==> run_1/m1.png <==
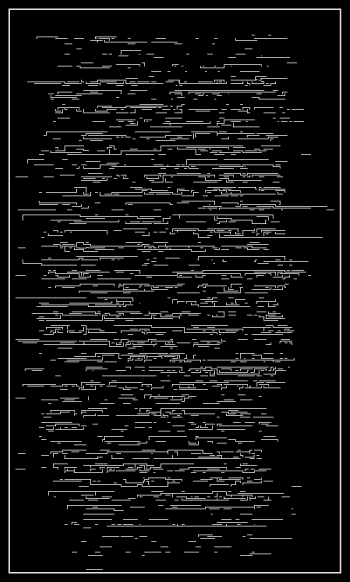
==> run_1/m2.png <==
The bar under the picture is 20 um long.
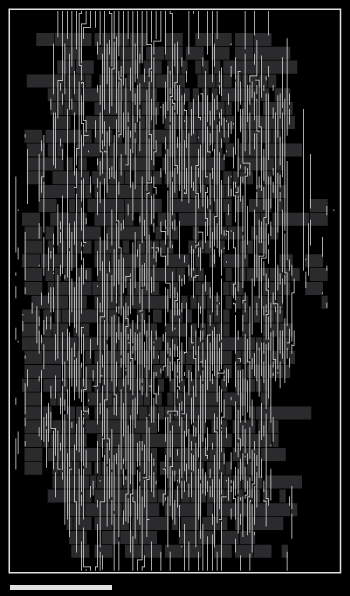
==> run_1/m3.png <==
The bar under the picture is 20 um long.
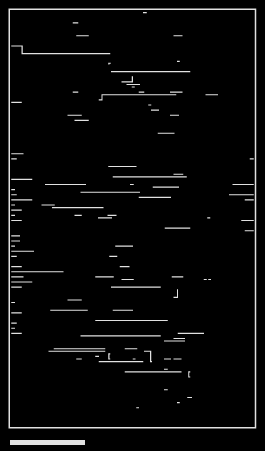
==> run_1/m4.png <==
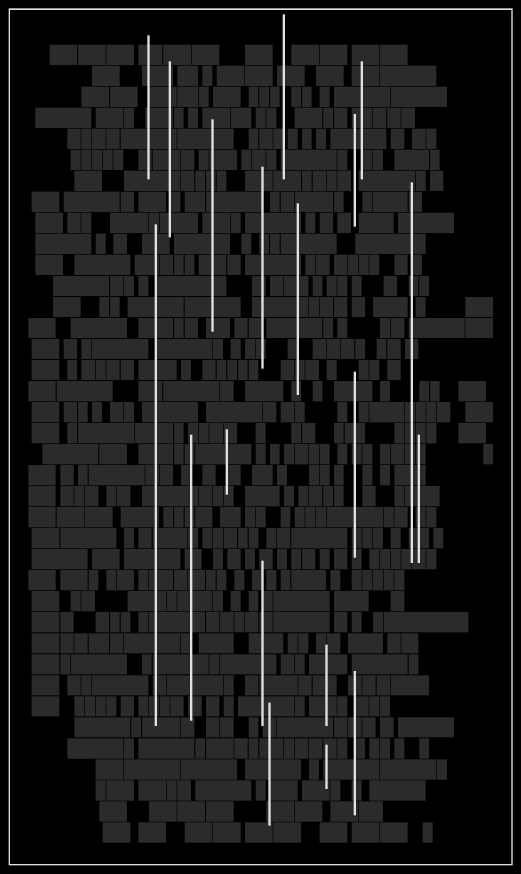
## src/rtl/iteration_variable_counter.sv

```systemverilog
// iteration_variable_counter
//   One signed iteration variable of a loop dimension. The value and bound feed an
//   external equality comparator, whose result (i_cmp_eq) reloads the variable and
//   produces a carry pulse for the next-outer dimension (o_carry_out -> i_step_en).
//
//   State | meaning
//   IDLE  | configured or reset, waiting for start
//   RUN   | counting on i_step_en
//   DONE  | last iteration taken (WRAP_MODE=0) or overflow stop
//
//   Optional macro ITER_CNT_OVERFLOW_DET_EN: stop in DONE with a sticky o_overflow when
//   a step would overshoot the bound, overflow the signed add, or use a zero stride.
//   Without it, o_overflow stays 0 and the value wraps silently.
module iteration_variable_counter #(
  parameter int ITERATION_VARIABLE_WIDTH = 16,
  parameter int WRAP_MODE                = 1
) (
  input  logic                                       i_clk,
  input  logic                                       i_reset,
  input  logic                                       i_cfg_load,
  input  logic signed [ITERATION_VARIABLE_WIDTH-1:0] i_cfg_start,
  input  logic signed [ITERATION_VARIABLE_WIDTH-1:0] i_cfg_end,
  input  logic signed [ITERATION_VARIABLE_WIDTH-1:0] i_cfg_stride,
  input  logic                                       i_start,
  input  logic                                       i_step_en,
  input  logic                                       i_cmp_eq,
  output logic signed [ITERATION_VARIABLE_WIDTH-1:0] o_iter_value,
  output logic signed [ITERATION_VARIABLE_WIDTH-1:0] o_iter_bound,
  output logic                                       o_last,
  output logic                                       o_carry_out,
  output logic                                       o_busy,
  output logic                                       o_done,
  output logic                                       o_overflow
);

  localparam int W = ITERATION_VARIABLE_WIDTH;

  typedef enum logic [1:0] {
    S_IDLE = 2'd0,
    S_RUN  = 2'd1,
    S_DONE = 2'd2
  } state_t;

  state_t                r_state;
  state_t                w_state_nxt;
  logic signed [W-1:0]   r_iter_value;
  logic signed [W-1:0]   r_iter_bound;
  logic signed [W-1:0]   r_start_q;
  logic signed [W-1:0]   r_stride_q;
  logic                  r_carry;
  logic                  r_overflow;
  logic signed [W-1:0]   w_iter_value_nxt;
  logic signed [W-1:0]   w_iter_bound_nxt;
  logic signed [W-1:0]   w_start_q_nxt;
  logic signed [W-1:0]   w_stride_q_nxt;
  logic                  w_carry_nxt;
  logic                  w_overflow_nxt;
  logic signed [W-1:0]   w_sum;
  logic                  w_stop;

`ifdef ITER_CNT_OVERFLOW_DET_EN
  // One extra bit keeps the true sum so bound comparisons stay exact even when the
  // W-bit add would wrap.
  logic signed [W:0] w_sum_ext;
  logic              w_stride_pos;
  logic              w_stride_neg;
  logic              w_stride_zero;
  logic              w_add_ovf;

  assign w_sum_ext     = {r_iter_value[W-1], r_iter_value} + {r_stride_q[W-1], r_stride_q};
  assign w_sum         = w_sum_ext[W-1:0];
  assign w_stride_neg  = r_stride_q[W-1];
  assign w_stride_zero = ~|r_stride_q;
  assign w_stride_pos  = !w_stride_neg && !w_stride_zero;
  assign w_add_ovf     = w_sum_ext[W] != w_sum_ext[W-1];
  assign w_stop        = w_add_ovf
                      || (w_stride_pos && (w_sum_ext > r_iter_bound))
                      || (w_stride_neg && (w_sum_ext < r_iter_bound))
                      || w_stride_zero;
`else
  assign w_sum  = r_iter_value + r_stride_q;
  assign w_stop = 1'b0;
`endif

  // Next-state and next-register values; everything holds unless a rule fires.
  always_comb begin
    w_state_nxt      = r_state;
    w_iter_value_nxt = r_iter_value;
    w_iter_bound_nxt = r_iter_bound;
    w_start_q_nxt    = r_start_q;
    w_stride_q_nxt   = r_stride_q;
    w_carry_nxt      = 1'b0;
    w_overflow_nxt   = r_overflow;
    case (r_state)
      S_IDLE, S_DONE: begin
        if (i_cfg_load) begin
          w_start_q_nxt    = i_cfg_start;
          w_iter_bound_nxt = i_cfg_end;
          w_stride_q_nxt   = i_cfg_stride;
          w_iter_value_nxt = i_cfg_start;
          w_overflow_nxt   = 1'b0;
          w_state_nxt      = S_IDLE;
        end else if (i_start) begin
          w_iter_value_nxt = r_start_q;
          w_overflow_nxt   = 1'b0;
          w_state_nxt      = S_RUN;
        end
      end
      S_RUN: begin
        if (i_step_en) begin
          if (i_cmp_eq) begin
            w_carry_nxt      = 1'b1;
            w_iter_value_nxt = r_start_q;
            if (WRAP_MODE == 0) begin
              w_state_nxt = S_DONE;
            end
          end else if (w_stop) begin
            w_overflow_nxt = 1'b1;
            w_state_nxt    = S_DONE;
          end else begin
            w_iter_value_nxt = w_sum;
          end
        end
      end
      default: w_state_nxt = S_IDLE;
    endcase
  end

  // State and datapath registers with synchronous reset.
  always_ff @(posedge i_clk) begin
    if (i_reset) begin
      r_state      <= S_IDLE;
      r_iter_value <= '0;
      r_iter_bound <= '0;
      r_start_q    <= '0;
      r_stride_q   <= '0;
      r_carry      <= 1'b0;
      r_overflow   <= 1'b0;
    end else begin
      r_state      <= w_state_nxt;
      r_iter_value <= w_iter_value_nxt;
      r_iter_bound <= w_iter_bound_nxt;
      r_start_q    <= w_start_q_nxt;
      r_stride_q   <= w_stride_q_nxt;
      r_carry      <= w_carry_nxt;
      r_overflow   <= w_overflow_nxt;
    end
  end

  assign o_iter_value = r_iter_value;
  assign o_iter_bound = r_iter_bound;
  assign o_last       = (r_state == S_RUN) && i_cmp_eq;
  assign o_carry_out  = r_carry;
  assign o_busy       = (r_state == S_RUN);
  assign o_done       = (r_state == S_DONE);
  assign o_overflow   = r_overflow;

endmodule

```

## config.mk

```make
export PLATFORM = sky130hd
export DESIGN_NAME = iteration_variable_counter
export DESIGN_NICKNAME = d
export VERILOG_FILES = /design/src/rtl/iteration_variable_counter.sv
export SDC_FILE = /design/constraint.sdc
export NUM_CORES = 1
export LEC_CHECK = 0
export ABC_AREA = 1
export CORE_ASPECT_RATIO = 1.75
export CORE_MARGIN = 2
export CORE_UTILIZATION = 53
export CTS_CLUSTER_DIAMETER = 100
export DETAILED_ROUTE_END_ITERATION = 10
export PLACE_DENSITY = 0.95
export SLEW_MARGIN = 15
export SYNTH_ARGS = -nofsm -noshare
export SYNTH_HDL_FRONTEND = slang
export SYNTH_SLANG_ARGS = --single-unit
```

## constraint.sdc

```tcl
create_clock -name i_clk -period 3.2 [get_ports i_clk]
set_input_delay 0.32 -clock i_clk [delete_from_list [all_inputs] [get_ports i_clk]]
set_output_delay 0.32 -clock i_clk [all_outputs]
set_load 0.1 [all_outputs]
```

==> reports/notes.md, run 1 <==
- outcome: finished clean
- overall track demand over capacity in global routing: 27.3%
- total of plain and repair buffers excluding clock buffers: 92
- P_clk: 734 uW
- data arrival time of the critical path: 1.95 ns
- number of multi-input logic gates: 361
- GR Overflow Total: 0
- leak pwr: 0.00210 uW
- clk_buf instances: 13
- placed inst area: 4310 sq um
- grt met3 use: 5.40%
- vias after detailed routing: 3669
- R2R Path End: o_iter_value[8]$_SDFFE_PP0P_
- Total Power Consumption: 2440 uW
- top post-synthesis cells by area: sky130_fd_sc_hd__dfxtp_1, sky130_fd_sc_hd__nand2_1, sky130_fd_sc_hd__nor2_1
- RD Place Congestion: 0.922
- Slowest cell on crit path: sky130_fd_sc_hd__clkdlybuf4s50_1
- category of the worst setup path capture point: primary output
- diodes inserted: 0
- yosys adder share: 6.05%
- via count of the first global-routing pass: 3636
- count of instantiated cells in the yosys netlist: 517
- area growth from synthesis to layout: 31.5%
- startpoint of the tightest hold check path: r_start_q[0]$_SDFFE_PP0P_
- non-clock buffer share of cell area: 20.1%
- post-route cell area: 4520 sq um
- path depth of the worst reg2reg path: 7
- placed cell count: 666
- slack of the worst reg-to-reg path: 1.26 ns
- startpoint of the worst-slack reg-to-reg timing path: r_state[0]$_SDFFE_PP0P_
- clock transition at the register clock pins on the worst setup and hold paths after CTS: 0.07 ns
- count of inserted tapcells: 80
- class of the tightest hold or removal check: register to register
- Worst-Skew Late Latency: 0.34 ns
- Die Width: 64.9 um
- WL met3: 482 um
- smallest hold slack: 0.470 ns
- number of antenna violations at the first check in global routing: 0
- setup ws final: 0.929 ns
- async set-reset flop share out of synthesis: 0%
- area used by multi-input combinational logic: 1730 sq um
- hold buffers post-CTS: 0
- combinational power share: 31.6%
- CP Depth: 1
- buffers from clock root to sink, at most: 2
- number of levels in the clock H-tree: 3
Back to the opening pictures, m1.png:
- main direction: horizontal
- nets with wire on the layer: 615
- wire length on this layer: 3560 um
- share of all routed wire: 37%

Back to the opening pictures, m2.png:
- wire length on this layer: 5160 um
- share of all routed wire: 54%
- nets with wire on the layer: 567
- main direction: vertical
- longest straight run: 36.7 um

Back to the opening pictures, m3.png:
- main direction: horizontal
- share of all routed wire: 5.0%
- wire length on this layer: 483 um

Back to the opening pictures, m4.png:
- longest straight run: 64.6 um
- nets with wire on the layer: 18
- share of all routed wire: 4.5%

==> run_1/congestion_map.png <==
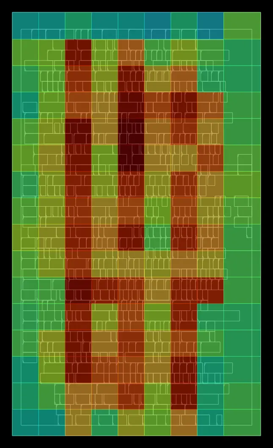

==> run 2: changes to the inputs <==
--- a/config.mk
+++ b/config.mk
@@ -8,10 +8,10 @@
 export ABC_AREA = 1
 export CORE_ASPECT_RATIO = 1.75
 export CORE_MARGIN = 2
-export CORE_UTILIZATION = 53
+export CORE_UTILIZATION = 49
 export CTS_CLUSTER_DIAMETER = 100
 export DETAILED_ROUTE_END_ITERATION = 10
-export PLACE_DENSITY = 0.95
+export PLACE_DENSITY = 0.92
 export SLEW_MARGIN = 15
 export SYNTH_ARGS = -nofsm -noshare
 export SYNTH_HDL_FRONTEND = slang
==> constraint.sdc (replaced) <==
create_clock -name i_clk -period 2.2 [get_ports i_clk]
set_input_delay 0.22 -clock i_clk [delete_from_list [all_inputs] [get_ports i_clk]]
set_output_delay 0.22 -clock i_clk [all_outputs]
set_load 0.1 [all_outputs]
==> run_2/congestion_map.png <==
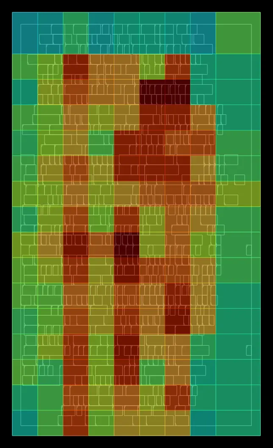
overall track demand over capacity in global routing: 25.8%
grt met3 use: 4.99%
grt peak-use layer: met2

==> run 2 against run 1 <==
  * Critical endpoint is now o_iter_value[8]$_SDFFE_PP0P_
  * Via count is 1.4% lower
  * Utilization is 6.0 points lower
  * Largest cell class unchanged
  * Highest routed layer unchanged
  * Register-to-register slack worse by 0.88 ns
==> reports/notes.md, run 2 <==
- leak pwr: 0.00220 uW, was 0.00210 uW
- placed cell count: 674, was 666
- startpoint of the worst-slack reg-to-reg timing path: o_iter_value[0]$_SDFFE_PP0P_, was r_state[0]$_SDFFE_PP0P_
- worst path buffer plus inverter count: 0, was 1
- CP Depth: 8, was 1
- clk_buf instances: 12, was 13
- non-clock buffer share of cell area: 19.1%, was 20.1%
- Worst-Skew Late Latency: 0.33 ns, was 0.34 ns
- vias after detailed routing: 3616, was 3669
- number of nets at the end of the flow: 671, was 667
- P_clk: 1240 uW, was 734 uW
- top post-synthesis cells by area: sky130_fd_sc_hd__dfxtp_1, sky130_fd_sc_hd__nand2_1, sky130_fd_sc_hd__nor2_1, unchanged
- total of plain and repair buffers excluding clock buffers: 96, was 92
- GR Overflow Total: 0, unchanged
- area used by multi-input combinational logic: 1730 sq um, unchanged
- Slowest cell on crit path: sky130_fd_sc_hd__fa_1, was sky130_fd_sc_hd__clkdlybuf4s50_1
- path depth of the worst reg2reg path: 8, was 7
- area growth from synthesis to layout: 31.9%, was 31.5%
- via count of the first global-routing pass: 3447, was 3636
- post-route cell area: 4530 sq um, was 4520 sq um
- slack of the worst reg-to-reg path: 0.38 ns, was 1.26 ns
- Die Width: 67.3 um, was 64.9 um
- combinational power share: 29.8%, was 31.6%
- number of multi-input logic gates: 361, unchanged
- yosys adder share: 6.05%, unchanged
- count of instantiated cells in the yosys netlist: 517, unchanged
- post-synthesis compound-gate area fraction: 16.0%, unchanged
- number of levels in the clock H-tree: 3, unchanged
- hold-critical path depth: 3, was 2
- outcome: finished clean, unchanged
- diodes inserted: 0, unchanged
- proportion of cell area occupied by registers: 29.2%, about the same
- class of the tightest hold or removal check: input port to register, was register to register
- setup ws final: 0.384 ns, was 0.929 ns
- RD Place Congestion: 0.849, was 0.922
- clock transition at the register clock pins on the worst setup and hold paths after CTS: 0.05 ns, was 0.07 ns
- startpoint of the tightest hold check path: i_step_en, was r_start_q[0]$_SDFFE_PP0P_
- number of antenna violations at the first check in global routing: 0, unchanged
- hold buffers post-CTS: 0, unchanged
- WL met3: 432 um, was 482 um
- R2R Path End: o_iter_value[8]$_SDFFE_PP0P_, unchanged
- smallest hold slack: 0.465 ns, was 0.470 ns
- category of the worst setup path capture point: register, was primary output
- data arrival time of the critical path: 2.08 ns, was 1.95 ns
- Total Power Consumption: 3720 uW, was 2440 uW
- count of inserted tapcells: 84, was 80
==> run_2/m1.png <==
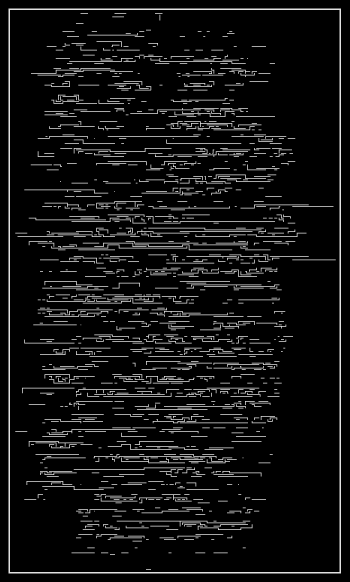

==> run 3: changes to the inputs <==
==> constraint.sdc (replaced) <==
create_clock -name i_clk -period 1.8 [get_ports i_clk]
set_input_delay 0.18 -clock i_clk [delete_from_list [all_inputs] [get_ports i_clk]]
set_output_delay 0.18 -clock i_clk [all_outputs]
set_load 0.1 [all_outputs]
==> run_3/m1.png <==
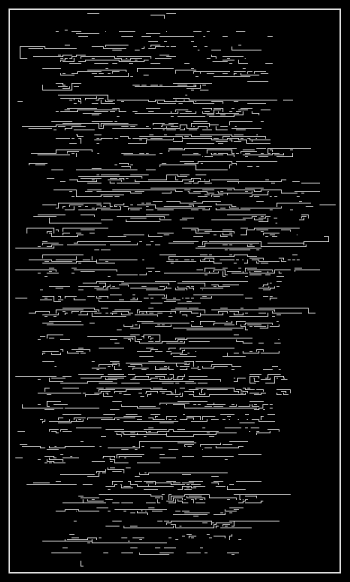
- wire length on this layer: 3580 um
- share of all routed wire: 37%
- longest straight run: 17.9 um

==> run 3 against run 2 <==
  * Sequential power is 22% higher
  * Largest power group unchanged
  * Register-to-register slack worse by 0.29 ns
  * Power is 27% higher
  * Non-clock buffer count is 8 higher
  * Clock skew is 0.0039 ns higher
  * Global-route usage is 0.81 points higher
==> reports/notes.md, run 3 <==
- outcome: finished clean, unchanged
- buffers from clock root to sink, at most: 2, unchanged
- count of instantiated cells in the yosys netlist: 517, unchanged
- count of inserted tapcells: 84, unchanged
- Die Height: 115 um, unchanged
- power density normalized to cell area: 1000 nW/um^2, was 821 nW/um^2
- area growth from synthesis to layout: 36.7%, was 31.9%
- #FFs+latches synth: 66, unchanged
- combinational power share: 29.5%, was 29.8%
- leak pwr: 0.00227 uW, was 0.00220 uW
- Post-Place Worst Slack: -0.0210 ns, was 0.341 ns
- clock transition at the register clock pins on the worst setup and hold paths after CTS: 0.06 ns, was 0.05 ns
- Slowest cell on crit path: sky130_fd_sc_hd__fa_2, was sky130_fd_sc_hd__fa_1
- non-clock buffer share of cell area: 20.0%, was 19.1%
- slack of the worst reg-to-reg path: 0.09 ns, was 0.38 ns
- WL met3: 386 um, was 432 um
- number of nets at the end of the flow: 679, was 671
- placed inst area: 4370 sq um, was 4280 sq um
- category of the worst setup path capture point: register, unchanged
- class of the tightest hold or removal check: input port to register, unchanged
- grt met3 use: 6.16%, was 4.99%
- proportion of cell area occupied by registers: 28.7%, was 29.2%
- Iter 0 DRT Violations: 190, was 180
- number of levels in the clock H-tree: 3, unchanged
- clk_buf instances: 15, was 12
- post-route cell area: 4700 sq um, was 4530 sq um
- detail-routed via count per cell: 5.19, was 5.25
- top post-synthesis cells by area: sky130_fd_sc_hd__dfxtp_1, sky130_fd_sc_hd__nand2_1, sky130_fd_sc_hd__nor2_1, unchanged
- data arrival time of the critical path: 1.97 ns, was 2.08 ns
- layout cell share with drive strength beyond 1: 15.6%, was 10.1%
- diodes inserted: 0, unchanged
- grt peak-use layer: met2, unchanged
- hold-critical path depth: 3, unchanged
- placed cell count: 682, was 674
- net switching power: 1660 uW, was 1350 uW
- worst path buffer plus inverter count: 0, unchanged
- hold buffers post-CTS: 0, unchanged
- overall track demand over capacity in global routing: 26.6%, was 25.8%
- async set-reset flop share out of synthesis: 0%, unchanged
- post-synthesis compound-gate area fraction: 16.0%, unchanged
- setup ws final: 0.0893 ns, was 0.384 ns
- met1 demand-to-capacity share in global routing: 28.0%, was 26.2%
- Worst-Skew Late Latency: 0.33 ns, about the same
- number of antenna violations at the first check in global routing: 0, unchanged
- startpoint of the worst-slack reg-to-reg timing path: o_iter_value[0]$_SDFFE_PP0P_, unchanged
- CP Depth: 8, unchanged
- total of plain and repair buffers excluding clock buffers: 104, was 96
- Die Width: 67.3 um, unchanged
- yosys adder share: 6.05%, unchanged
- path depth of the worst reg2reg path: 8, unchanged
- area used by multi-input combinational logic: 1770 sq um, was 1730 sq um
- Post-Syn Area per Cell: 6.65 sq um, unchanged
- vias after detailed routing: 3622, was 3616
- P_clk: 1650 uW, was 1240 uW
- GR Overflow Total: 0, unchanged
- R2R Path End: o_iter_value[8]$_SDFFE_PP0P_, unchanged
Power figures rest on the tool's default switching activity, not on a simulated workload.
